**src/rtl/apb_acc_sequencer.sv**
```systemverilog
// APB master that runs ADD/CLEAR/READ commands against the accumulator slave and returns the result.
// Optional: define ACC_SEQ_TIMEOUT_EN to abort an ACCESS phase stalled for TIMEOUT cycles.
module apb_acc_sequencer #(
    parameter int                ADDR_W     = 32,
    parameter int                DATA_W     = 32,
    parameter logic [ADDR_W-1:0] BASE_ADDR  = '0,
    parameter int                SETTLE_CYC = 2
`ifdef ACC_SEQ_TIMEOUT_EN
    ,
    parameter int                TIMEOUT    = 16
`endif
) (
    input  logic              PCLK,
    input  logic              PRESETn,
    input  logic              cmd_valid,
    output logic              cmd_ready,
    input  logic [1:0]        cmd_op,
    input  logic [DATA_W-1:0] cmd_data,
    output logic              rsp_valid,
    input  logic              rsp_ready,
    output logic [DATA_W-1:0] rsp_data,
    output logic              rsp_err,
    output logic [ADDR_W-1:0] PADDR,
    output logic              PSEL,
    output logic              PENABLE,
    output logic              PWRITE,
    output logic [DATA_W-1:0] PWDATA,
    input  logic [DATA_W-1:0] PRDATA,
    input  logic              PREADY,
    input  logic              PSLVERR
);

    localparam logic [1:0] OP_ADD   = 2'd0;
    localparam logic [1:0] OP_CLEAR = 2'd1;
    localparam logic [1:0] OP_RSVD  = 2'd3;

    // Transfer steps; each op starts part-way into this list and runs to the result read.
    localparam logic [1:0] STEP_ADDEND = 2'd0;
    localparam logic [1:0] STEP_CTRL   = 2'd1;
    localparam logic [1:0] STEP_RESULT = 2'd2;

    localparam logic [3:0] SETTLE_LAST = (SETTLE_CYC > 0) ? 4'(SETTLE_CYC - 1) : 4'd0;

    typedef enum logic [2:0] {S_IDLE, S_SETUP, S_ACCESS, S_SETTLE, S_RESP} state_t;

    state_t      state_reg;
    logic [1:0]  op_reg;
    logic [1:0]  step_reg;
    logic [3:0]  settle_cnt_reg;
`ifdef ACC_SEQ_TIMEOUT_EN
    localparam logic [4:0] WAIT_LAST = 5'(TIMEOUT - 1);
    logic [4:0]  wait_cnt_reg;
`endif

    logic [1:0]        ld_op;
    logic [1:0]        ld_step;
    logic [ADDR_W-1:0] ld_addr;
    logic              ld_write;
    logic [DATA_W-1:0] ld_wdata;

    // Descriptor of the transfer the next SETUP will present. The addend step is only
    // ever loaded from IDLE, so cmd_data is still the accepted operand there.
    always_comb begin
        ld_op    = (state_reg == S_IDLE) ? cmd_op : op_reg;
        if (state_reg == S_IDLE)
            ld_step = (cmd_op == OP_ADD) ? STEP_ADDEND :
                      (cmd_op == OP_CLEAR) ? STEP_CTRL : STEP_RESULT;
        else if (state_reg == S_ACCESS)
            ld_step = step_reg + 2'd1;
        else
            ld_step = step_reg;
        ld_addr  = BASE_ADDR + ADDR_W'(8);
        ld_write = 1'b0;
        ld_wdata = '0;
        case (ld_step)
            STEP_ADDEND: begin
                ld_addr  = BASE_ADDR;
                ld_write = 1'b1;
                ld_wdata = cmd_data;
            end
            STEP_CTRL: begin
                ld_addr  = BASE_ADDR + ADDR_W'(4);
                ld_write = 1'b1;
                ld_wdata = (ld_op == OP_CLEAR) ? DATA_W'(2) : DATA_W'(1);
            end
            default: ;
        endcase
    end

    always_ff @(posedge PCLK or negedge PRESETn) begin
        if (!PRESETn) begin
            state_reg      <= S_IDLE;
            op_reg         <= OP_ADD;
            step_reg       <= STEP_ADDEND;
            settle_cnt_reg <= '0;
            cmd_ready      <= 1'b0;
            rsp_valid      <= 1'b0;
            rsp_data       <= '0;
            rsp_err        <= 1'b0;
            PADDR          <= '0;
            PSEL           <= 1'b0;
            PENABLE        <= 1'b0;
            PWRITE         <= 1'b0;
            PWDATA         <= '0;
`ifdef ACC_SEQ_TIMEOUT_EN
            wait_cnt_reg   <= '0;
`endif
        end else begin
            case (state_reg)
                S_IDLE: begin
                    if (cmd_valid && cmd_ready) begin
                        cmd_ready <= 1'b0;
                        op_reg    <= cmd_op;
                        if (cmd_op == OP_RSVD) begin
                            state_reg <= S_RESP;
                            rsp_valid <= 1'b1;
                            rsp_err   <= 1'b1;
                            rsp_data  <= '0;
                        end else begin
                            state_reg <= S_SETUP;
                            step_reg  <= ld_step;
                            PSEL      <= 1'b1;
                            PADDR     <= ld_addr;
                            PWRITE    <= ld_write;
                            PWDATA    <= ld_wdata;
                        end
                    end else begin
                        cmd_ready <= 1'b1;
                    end
                end
                S_SETUP: begin
                    PENABLE   <= 1'b1;
                    state_reg <= S_ACCESS;
`ifdef ACC_SEQ_TIMEOUT_EN
                    wait_cnt_reg <= '0;
`endif
                end
                S_ACCESS: begin
                    if (PREADY) begin
                        PENABLE <= 1'b0;
                        if (PSLVERR || step_reg == STEP_RESULT) begin
                            PSEL      <= 1'b0;
                            state_reg <= S_RESP;
                            rsp_valid <= 1'b1;
                            rsp_err   <= PSLVERR;
                            rsp_data  <= PSLVERR ? '0 : PRDATA;
                        end else begin
                            step_reg <= ld_step;
                            if (step_reg == STEP_CTRL && SETTLE_CYC != 0) begin
                                PSEL           <= 1'b0;
                                state_reg      <= S_SETTLE;
                                settle_cnt_reg <= SETTLE_LAST;
                            end else begin
                                state_reg <= S_SETUP;
                                PADDR     <= ld_addr;
                                PWRITE    <= ld_write;
                                PWDATA    <= ld_wdata;
                            end
                        end
                    end
`ifdef ACC_SEQ_TIMEOUT_EN
                    else if (wait_cnt_reg == WAIT_LAST) begin
                        PSEL      <= 1'b0;
                        PENABLE   <= 1'b0;
                        state_reg <= S_RESP;
                        rsp_valid <= 1'b1;
                        rsp_err   <= 1'b1;
                        rsp_data  <= '0;
                    end else begin
                        wait_cnt_reg <= wait_cnt_reg + 5'd1;
                    end
`endif
                end
                S_SETTLE: begin
                    if (settle_cnt_reg == 4'd0) begin
                        state_reg <= S_SETUP;
                        PSEL      <= 1'b1;
                        PADDR     <= ld_addr;
                        PWRITE    <= ld_write;
                        PWDATA    <= ld_wdata;
                    end else begin
                        settle_cnt_reg <= settle_cnt_reg - 4'd1;
                    end
                end
                S_RESP: begin
                    if (rsp_ready) begin
                        rsp_valid <= 1'b0;
                        rsp_err   <= 1'b0;
                        rsp_data  <= '0;
                        cmd_ready <= 1'b1;
                        state_reg <= S_IDLE;
                    end
                end
                default: state_reg <= S_IDLE;
            endcase
        end
    end

endmodule

```
**config.mk**
```make
export PLATFORM = sky130hd
export DESIGN_NAME = apb_acc_sequencer
export DESIGN_NICKNAME = d
export VERILOG_FILES = /design/src/rtl/apb_acc_sequencer.sv
export SDC_FILE = /design/constraint.sdc
export NUM_CORES = 1
export LEC_CHECK = 0
export CAP_MARGIN = 20
export CORE_AREA = 2 2 120 122
export CTS_CLUSTER_DIAMETER = 200
export DETAILED_ROUTE_END_ITERATION = 16
export DIE_AREA = 0 0 122 124
export GPL_TIMING_DRIVEN = 0
export PLACE_DENSITY = 0.59
export SLEW_MARGIN = 20
export SYNTH_ARGS = -nofsm -noshare
export SYNTH_HDL_FRONTEND = slang
export SYNTH_SLANG_ARGS = --single-unit
```
**constraint.sdc**
```tcl
create_clock -name PCLK -period 3.3 [get_ports PCLK]
set_clock_uncertainty 0.1 [all_clocks]
set_input_delay 0.66 -clock PCLK [delete_from_list [all_inputs] [get_ports PCLK]]
set_output_delay 0.66 -clock PCLK [all_outputs]
set_load 0.02 [all_outputs]
```
Fig. 1: run 1, cell sizes after repair
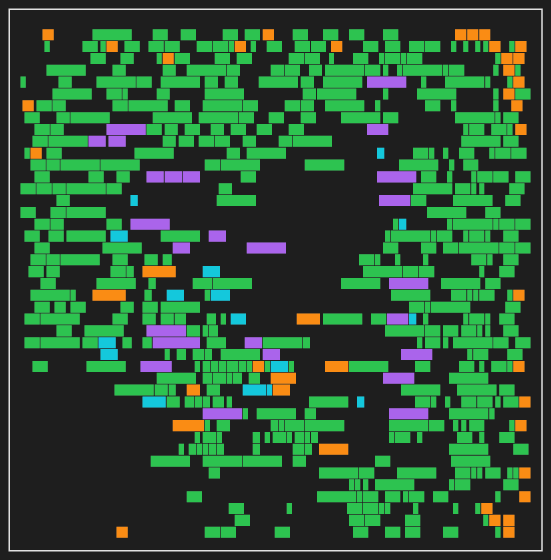
drive 6 and up: in purple, cells 25. drive 3 to 4: in orange, cells 41. drive 2: in cyan, cells 16. drive 1 or less: in green, cells 463.
post-route cell area: 6160 um2
Layout area overhead: 51.3%
Non-clock buffers: 191
minimum setup slack in the final design: 0.889 ns

Fig. 2: run 1, routing congestion
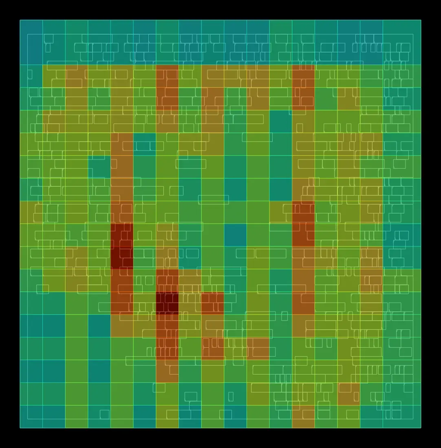
busiest grt layer: met2
global router's overall resource usage: 0.133
met2 usage in global routing: 0.210

Fig. 3: run 1, cell classes on the final placement
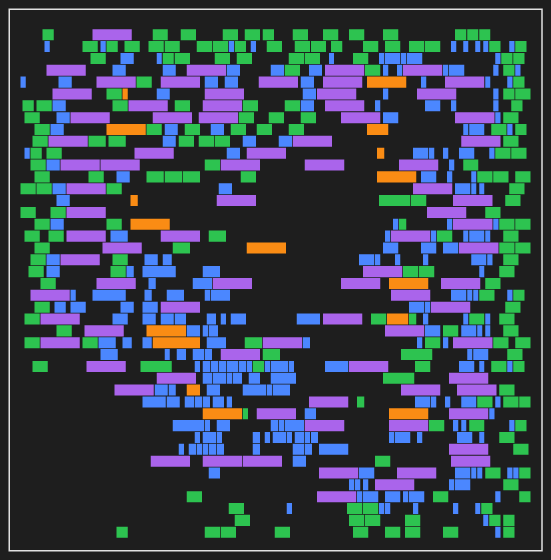
all other logic: in blue, cells 255. flip-flops: in purple, cells 83. other buffers and delay cells: in green, cells 191. clock drivers and dummy loads: in orange, cells 16.
flop share of the area: 0.337
Placement Rows: 43
final core utilization: 0.449

Fig. 4: run 1, wire density map
Scale bar: 20 um. The die is cut into 24 by 25 equal tiles; dark blue is low, red is high, scaled to the fullest tile. Values are wire area over tile area, all layers added.
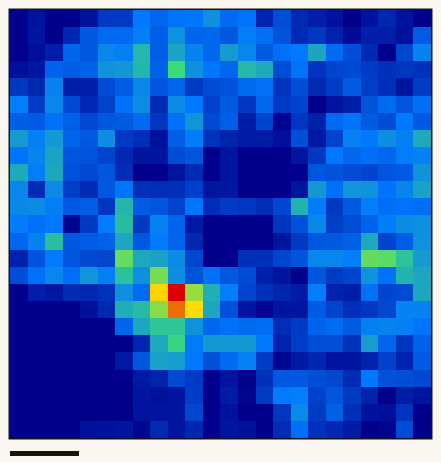
The fullest tile reaches 0.66. 17% of the tiles are nearly empty. 1.7% of the tiles are over half the peak. The emptiest ninth of the die: bottom left. The mean over all tiles is 0.11.

-- run 1: cell families (layout without fill, tap and decap cells) --
family	count (synthesis)	count (layout)
xor+xnor	1	1
simple gates	73	73
other cells	1	30
flops	83	83
mux	43	43
fa+ha+maj	3	3
compound gates	66	66
buf+inv	86	246
-- run 1: layout make-up --
class	instances	area, um2	share of cell area
Timing Repair Buffer	144	1450	0.235
Clock inverter	4	48.8	0.00792
Sequential cell	83	2080	0.337
Multi-Input combinational cell	216	1550	0.251
Tap cell	180	225	0.0365
Clock buffer	12	256	0.0416
Buffer	47	413	0.0670
Inverter	39	146	0.0238
-- run 1: final timing paths --
| check | start | endpoint | slack [ns] | cells past startpoint |
|---|---|---|---|---|
| max in group asynchronous | PRESETn | PWDATA[24] | 2.24 | 2 |
| max reg2reg | settle_cnt_reg[0] | PWDATA[16] | 1.06 | 8 |
| min in group PCLK | PADDR[2] | PADDR[2] | 0.39 | 1 |
| max | cmd_op[1] | PWDATA[16] | 0.89 | 7 |
| min | PRESETn | PENABLE | 0.23 | 1 |
| min reg2reg | PADDR[2] | PADDR[2] | 0.39 | 1 |
-- run 1: where the power goes --
part | total [uW] | internal [uW] | leakage, uW | switching, uW
Clock | 1030 | 626 | 0.000153 | 402
Sequential | 1710 | 1450 | 0.00109 | 263
Combinational | 3180 | 1570 | 0.00145 | 1620
Total | 5920 | 3640 | 0.00269 | 2280
-- run 1: per-layer routing --
layer	vias to the layer above	track usage	share of wire
li1	1532	-	-
met1	1458	0.172	0.45
met3	13	0.0348	0.077
met5	-	0	0
met4	0	0.0582	0.016
met2	122	0.210	0.46
-- run 1: placed cells by master (no fill, tap or decap), drive strengths merged, types with 2 or more instances in the layout --
cell type | synthesis | routed
nand2b | 2 | 2
conb | 1 | 30
o21ai | 4 | 4
nor3 | 4 | 4
dfrtp | 83 | 83
nand2 | 38 | 38
nor2b | 4 | 4
a211o | 3 | 3
a31oi | 2 | 2
mux2 | 8 | 8
clkdlybuf4s50 | 0 | 142
nand3b | 2 | 2
a22o | 33 | 33
nor2 | 10 | 10
nor3b | 3 | 3
buf | 46 | 48
a211oi | 2 | 2
clkinv | 0 | 3
a21oi | 13 | 13
or3 | 2 | 2
mux2i | 35 | 35
clkbuf | 1 | 13
ha | 3 | 3
inv | 39 | 39
nor4b | 2 | 2
-- run 1: stage by stage --
stage	worst slack, ns	std cells
4_1_cts	0.901	725
5_1_grt	0.781	725
3_5_place_dp	0.551	709
2_1_floorplan	1.29	385
3_3_place_gp	-1.66	708
6_report	0.889	725
-- run 1: critical path, delay by kind of cell --
family | cells | cell delay, ns
AND-OR/OR-AND | 3 | 0.77
buffers and inverters | 3 | 0.80
AND/OR/NAND/NOR | 1 | 0.30
==> run summary, run 1 <==
On the backend side, the flow ran end to end.

The synthesis log from Yosys contains 0 warnings. The type recorded for the worst min-delay path is in2async. The final timing summary puts the cycle share of the worst path at 0.731. The average wire per cell in the routed design stands at 13.6 um. Measured against its own limit, the worst slew margin works out to 0.593. Power spread over the standard cell area amounts to 961 nW/um2. The fraction of final layout cells sized beyond drive strength 1 stands at 0.150. After synthesis, the design contains ~360 cells according to Yosys.

The number of vias in the routed layout stands at 3125. The number of primary I/O pins stands at between 150 and 200. The worst path required time stands at around 3.4 ns. Per the TritonCTS log, the buffer count is 9.

The post-CTS setup buffer count stands at 0. The number of detailed-routing iterations run before antenna repair stands at 4. The largest net degree at the start of global routing stands at approximately 46. Summed over all instances, the cell type with the most area after synthesis is dfrtp_1.

The proportion of register bits with asynchronous set or reset after synthesis stands at 1.00. Hold repair after CTS inserted 0 buffers. By count the netlist is led by dfrtp_1, inv_1, nand2_1, mux2i_1, a22o_1. In this run the static leakage power is 0.00269 uW. From bottom edge to top edge, the die measures about 120 um. The number of gates resized after CTS was 0. The OpenROAD warning count stands at 27.

The count of pins over their slew limit stands at 0. The sum of negative setup slack stands at 0 ns. The instance tally after logic synthesis stands at about 360. The main area contributors are dfrtp_1, mux2i_1, a22o_1. The flow ran to the end, and the final reports show no timing, DRC or antenna violations. Looking at the setup timing report, the critical path kind is in2reg. By instance count, the cell type seen most on the critical path is buf_6.

The clock sink count stands at between 80 and 90. The cell sitting at the root of the clock tree is a clkbuf_16. The post-route DRC violation count stands at 0. The tightest hold margin stands at 0.231 ns. The count of H-tree levels built during CTS stands at 3. For this run, the post-layout net count is 615.

The signal on the critical path passes through clkdlybuf4s50_1 > a21oi_1 > o221ai_2 > or2_1 > buf_6 > buf_6 > a22o_1. The cell area that synthesis handed to floorplanning was between 4000 and 5000 um2. The mean instance size in the synthesized netlist stands at around 11 um2. Yosys shows that the main logic family after synthesis is buffers and inverters. Recorded from the global router log, the overflow total was 0. STA classifies the critical path endpoint as a flop.

The post-synth count of flops with an enable pin is 0. The post-synthesis xor/xnor area fraction stands at 0.00215.
## Run 2: what changed since run 1
Clock period 3.3 ns to 2.4 ns, I/O delays scaled along.
Fig. 5: run 2, wire density map
Scale bar: 20 um. The die is cut into 24 by 25 equal tiles; dark blue is low, red is high, scaled to the fullest tile. Values are wire area over tile area, all layers added.
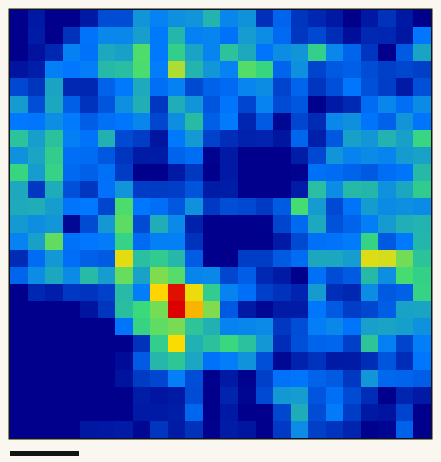
The emptiest ninth of the die: bottom left. 4.3% of the tiles are over half the peak. The mean over all tiles is 0.10. 17% of the tiles are nearly empty.
final routed wire length divided by cell count: 13.6 um
global router's overall resource usage: 0.133
Total Wirelength: 9860 um

==> run 2 against run 1 <==
Register-to-register slack worse by 0.90 ns. Sequential power up 37%. Synthesized area unchanged. Combinational power up 38%. Global-route usage about the same. Clock-buffer cell count unchanged. Hold slack worse by 0.18 ns. Sequential share of layout area unchanged. Utilization unchanged.
==> run summary, run 2 <==
On the backend side, the flow ran end to end.

The worst path required time came to 2.53 ns (was 3.43 ns). The number of nets in the finished design stands at 615 (unchanged). The area share of the largest cell type after synthesis stands at 0.510 (unchanged). The sequential standard cell area stands at 2080 um2 (unchanged). The total number of yosys warnings came to 0 (unchanged). The synthesis-to-layout area growth stands at 51.3% (unchanged). The clock root buffer was clkbuf_16 (unchanged).

The OpenROAD warning count stands at 27 (unchanged). The startpoint of the lowest-slack register-to-register path is settle_cnt_reg[0] (unchanged). The number of detailed-routing iterations run before antenna repair stands at 4 (unchanged). The proportion of register bits with asynchronous set or reset after synthesis stands at 1.00 (unchanged). The count of pins over their slew limit is 0 (unchanged). The endpoint type of the worst setup path is a flop (unchanged).

The count of H-tree levels built during CTS stands at 3 (unchanged). The instance tally after logic synthesis came to 356 (unchanged). The combinational cell area excluding buffers and inverters was 1550 um2 (unchanged). The start point of the critical path was settle_cnt_reg[0] (was cmd_op[1]).

The static leakage stands at 0.00269 uW (unchanged). The yosys stat cell total was 356 (unchanged). The worst-case headroom to the max-slew limit was 0.591 (was 0.593).

The type of the most critical hold path is in2async (unchanged). Status: complete, no violations (unchanged). The core utilization of the finished layout stands at 0.449 (unchanged). The TritonCTS buffer count is 9 (unchanged). The cell type with the highest aggregate area in the netlist is dfrtp_1 (unchanged). The number of primary I/O pins was 174 (unchanged). The remaining global-route overflow was 0 (unchanged).

Commonest cells after routing, fill and taps aside: clkdlybuf4s50_1, dfrtp_1, inv_1, nand2_1, mux2i_1 (unchanged). The number of placement rows stands at 43 (unchanged). The number of vias in the routed layout came to 3116 (was 3125).

List of most frequent post-synthesis cells: dfrtp_1, inv_1, nand2_1, mux2i_1, a22o_1 (unchanged). The post-CTS setup buffer count was 0 (unchanged). The fraction of final layout cells sized beyond drive strength 1 was 0.150 (unchanged). The register-to-register setup slack stands at 0.16 ns (was 1.06 ns). The worst reg-to-reg path cell count came to 8 (unchanged). The mean instance size in the synthesized netlist stands at 11.4 um2 (unchanged). The vertical die dimension was 124 um (unchanged).

The number of flops mapped to enable cells by yosys came to 0 (unchanged). The power density over the cells stands at 1320 nW/um2 (was 961 nW/um2). The cell area after synthesis is 4070 um2 (unchanged). The endpoint of the worst register-to-register path was PWDATA[16] (unchanged). The number of instances resized during post-cts repair was 0 (unchanged).

Main area contributors: dfrtp_1, mux2i_1, a22o_1 (unchanged). The capturing instance or port of the critical path was PWDATA[16] (unchanged).
Fig. 6: run 2, cell classes on the final placement
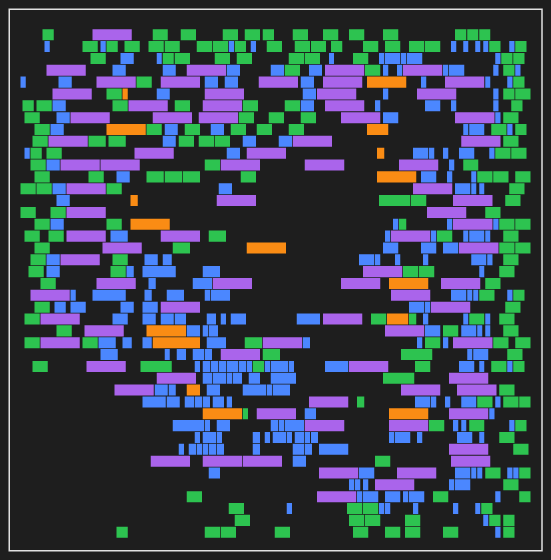
clock drivers and dummy loads: in orange, cells 16. all other logic: in blue, cells 255. other buffers and delay cells: in green, cells 191. flip-flops: in purple, cells 83.
area of the core region: 13700 um2

## run 2: final cells by class
type | instances | area share
repair buffers | 144 | 0.235
clock buffers | 12 | 0.0416
well taps | 180 | 0.0365
multi-input cells | 216 | 0.251
inverters | 39 | 0.0238
clock inverters | 4 | 0.00792
plain buffers | 47 | 0.0670
flip-flops and latches | 83 | 0.337
## run 2: logic make-up after synthesis
family / synth area share
XOR/XNOR: 0.00215
other: 0.000920
buffers and inverters: 0.137
adder cells (fa/ha/maj): 0.00921
AND-OR/OR-AND: 0.134
flip-flops: 0.510
multiplexers: 0.110
AND/OR/NAND/NOR: 0.0964
## run 2: how the worst min path moves through the flow
stage                  endpoint  cells past startpoint  slack [ns]
floorplan              PADDR[2]                      0        0.08
detailed placement     PADDR[2]                      1        0.37
global route        step_reg[0]                      1         0.1
finish              step_reg[0]                      1        0.05
global placement       PADDR[2]                      1        0.37
CTS                   rsp_valid                      1        0.08
## run 2: stage by stage
stage                     area, um2  setup TNS, ns  worst slack [ns]  instances  hold slack [ns]
after global routing           6160              0           0.00218        725           0.0988
after CTS                      6160              0             0.152        725           0.0772
after global placement         5840        -205.96             -2.38        708            0.372
final                          6160              0             0.163        725           0.0525
after detailed placement       5860          -8.01            -0.169        709            0.372
after floorplan                4180              0             0.390        385           0.0844
## run 2: report_power, final
part           switching (uW)  internal [uW]
combinational            2220           2160
clock                     554            861
sequential                361           1990
total                    3140           5010
## run 2: critical path: stages (launching register included)
cell	delay [ns]
dfrtp_1	0.40
inv_1	0.07
ha_1	0.16
nor3b_4	0.32
o221ai_2	0.27
or2_1	0.29
buf_6	0.14
buf_6	0.14
a22o_1	0.23
## run 2: metal layers
metal	wire length, um	vias up	part of all wire	track usage
met5	0	-	0	0
met4	138	0	0.014	0.0553
met2	4580	110	0.46	0.211
met1	4440	1461	0.45	0.173
met3	703	11	0.071	0.0348
li1	-	1534	-	-
Power and IR drop assume default switching activity.
